==> images/placement.png <==
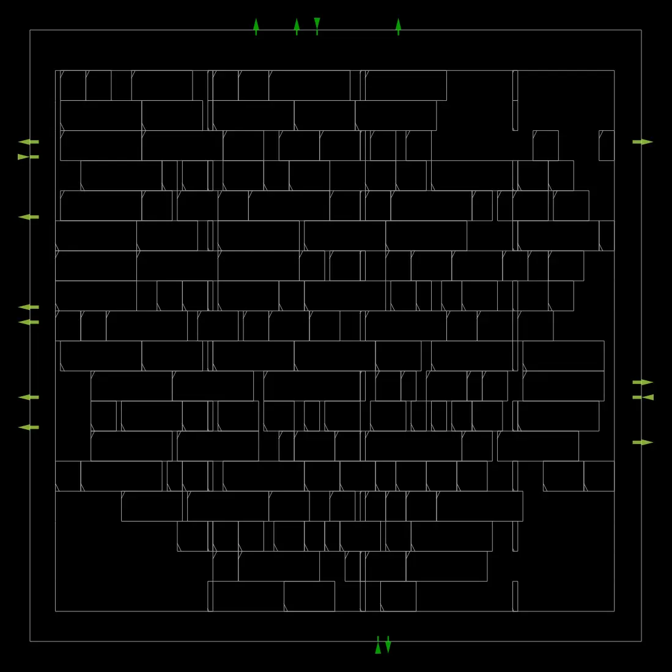
==> images/sizes.png <==
Drawn at 8 px/um.
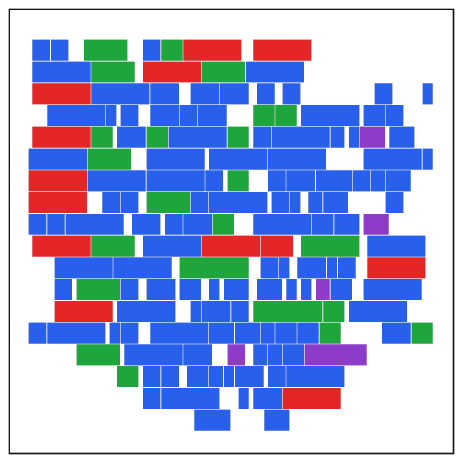
==> config.mk <==
export PLATFORM = sky130hd
export DESIGN_NAME = uart_rx_fifo_writer
export DESIGN_NICKNAME = d
export VERILOG_FILES = /design/src/rtl/uart_rx_fifo_writer.sv
export SDC_FILE = /design/constraint.sdc
export NUM_CORES = 1
export LEC_CHECK = 0
export CORE_MARGIN = 2
export CORE_UTILIZATION = 54
export DETAILED_ROUTE_END_ITERATION = 7
export PLACE_DENSITY = 0.89
export SLEW_MARGIN = 20
export SYNTH_ARGS = -nofsm -noshare
export SYNTH_HDL_FRONTEND = slang
export SYNTH_SLANG_ARGS = --single-unit
==> constraint.sdc <==
create_clock -name clk -period 2.1 [get_ports clk]
set_input_delay 0.315 -clock clk [delete_from_list [all_inputs] [get_ports clk]]
set_output_delay 0.315 -clock clk [all_outputs]
set_load 0.1 [all_outputs]
==> flow_summary.toml <==
# flow metrics
[status]
status = "complete, no violations"

[synth]
yosys_warnings = 0
netlist_area_sq_um = 1420
netlist_top_cells_count = "dfxtp_1, mux2i_1, nor2b_1"
flop_cell = "dfxtp_1"
ys_cells = 136
synth.distinct_cells = 40
topCellsByArea = "dfxtp_1, mux2i_1, mux2_2"
syn-num-nets = 142
largest_area_cell = "dfxtp_1"
async_flop_share_pct = 0
edf_count = 0
synth.avg_cell_area_sq_um = 10.5
syn-instance-count = 136
top_cell = "dfxtp_1"
synth_seq_share_pct = 43.6

[pwr]
p_comb_share_pct = 19.6
p_switching_mw = 0.374
power_mw = 1.20
intPower_mw = 0.823
swShare_pct = 31.2
p_leak_nw = 0.700
clkPwrFrac_pct = 27.2
irDropWorstVdd_mv = 0.582
p_seq_share_pct = 53.2

[clock_tree]
cts_buffers = 5
clock-root-buffer = "clkbuf_4"
cts_buffer_depth = 2
tritoncts = "built"
worst_skew_pair.late_latency_ns = 0.33
holdBufCountCts = 0
clock-sinks = 31

[route]
vias_per_cell = 5.51
vias = 1035
routed_wl_um = 2830
routedWlPerCell_um = 15.0
drcViolationCount = 0
ant_nets = 0
drtIter0Drc = 18

[hold_path]
hold_path.class = "flop to flop"
worstHoldPathCells = 1

[setup_path]
worstRegToRegCells = 5
slowest_delay_ns = 0.37
cp_num_buf_inv = 2
cp.arrival_ns = 1.78
end_kind = "output port"
critPathTopFamily = "buffers and inverters"
worstSetupPathDepth = 4
crit_chain = "nor4b_4 -> buf_4 -> mux2_4 -> buf_12"
reg2reg_slack_ns = 0.29

[cells_and_area]
design_area_sq_um = 1810
nets = 163
diodes = 0
drive_gt1_share_pct = 25.9
stdcell_count = 188
fin_util_pct = 73.0

[die]
dieWidth_um = 55.4
io_pins = 17
die_area_sq_um = 3060
die_y_um = 55.4
floorplanUtilization_pct = 57.5

[placed_design]
dpl_cell_area_sq_um = 1700
dp_hpwl_um = 1860
io_buffers = 15
routabilityCongestion = 0.836

[timing]
skew_ns = 0.00495
rsz0062_at_grt = "yes"
fin_crit_ns = 2.09
hold_viol_final = 0
fmax_mhz = 478
setup_viol = 0
holdWs_ns = 0.421
drv_slew = 0

[grt]
grt_start_max_net_pins = 24
grt_overflow = 0
grt_antenna_before_repair = 0
first_global_vias = 1098
grt_pass1_wl_um = 4840
track_usage_pct = 20.1

[run]
tool_warnings = 28
Back to the opening pictures, placement.png:
# Taps: 30
Fill cells: 165
Core ar.: 2480 sq um
fraction of area in registers: 34.6%

Back to the opening pictures, sizes.png:
| color | size | cells |
|---|---|---|
| purple | _2 cells | 5 |
| red | _6 and larger | 13 |
| green | _3 and _4 cells | 23 |
| blue | _0 and _1 cells | 117 |
Area Overhead vs Synth: 27.1%
Setup WS post-layout: 0.00929 ns

## kinds of logic after synthesis
| group | Yosys count | share of synthesized area, % |
|---|---|---|
| buffers and inverters | 10 | 4.22 |
| DFF | 31 | 43.6 |
| muxes | 21 | 15.5 |
| and+or+nand+nor | 54 | 24.9 |
| other | 1 | 0.263 |
| xor gates and xnor gates | 1 | 0.615 |
| adders and majority gates | 2 | 1.76 |
| AOI/OAI and AO/OA | 16 | 9.23 |
## cells in the final DEF, fill, tap and decap left out, types with 2 or more instances in the layout
cell type / Yosys / routed
inv_1: 2 / 2
nand2b_1: 4 / 4
nor2b_1: 12 / 12
clkbuf_1: 4 / 2
mux2_4: 0 / 8
nor2_1: 5 / 4
and2_1: 9 / 9
clkbuf_4: 0 / 5
dfxtp_1: 31 / 29
clkdlybuf4s50_1: 0 / 2
mux2i_1: 13 / 13
and3_1: 5 / 5
ha_1: 2 / 2
buf_4: 2 / 7
nor3b_1: 3 / 3
a21boi_0: 2 / 2
nand2_1: 5 / 5
buf_12: 0 / 11
nand3_1: 3 / 3
o21ai_0: 2 / 2
## layer usage
layer | track usage (%) | vias to the layer above | routed length [um]
met5 | 0 | - | 0
met4 | 10.1 | 0 | 26
met3 | 6.79 | 5 | 131
met2 | 33.2 | 24 | 1410
met1 | 23.1 | 490 | 1260
li1 | - | 516 | -
## through the flow
stage	TNS [ns]	setup slack, ns
CTS	0	0.0122
floorplan	-10.80	-0.700
global route	-0.264	-0.0471
finish	0	0.00929
detailed placement	-0.315	-0.0466
global placement	-0.117	-0.0165
## power by group through the flow
stage / Combinational [mW] / Clock (mW) / Sequential [mW]
after floorplan: 0.197 / 0 / 0.629
after global placement: 0.222 / 0 / 0.647
after detailed placement: 0.230 / 0 / 0.650
after CTS: 0.234 / 0.333 / 0.635
after global routing: 0.252 / 0.360 / 0.640
final: 0.234 / 0.326 / 0.637
## cell type report
cell class | instances | area [sq um]
Tap cell | 30 | 37.5
Fill cell | 165 | 668
Sequential cell | 31 | 626
Multi-Input combinational cell | 95 | 776
Timing Repair Buffer | 22 | 313
Inverter | 2 | 7.51
Clock inverter | 1 | 5.00
Clock buffer | 7 | 45.0
## what timing repair did
item / CTS / global route
gates resized: 6 / 9
gates cloned: 1 / 0
buffers inserted: 1 / 1
endpoints found under the setup margin: 8 / 9
pin swaps: 1 / 1
Power is estimated from default activity; no workload was simulated.
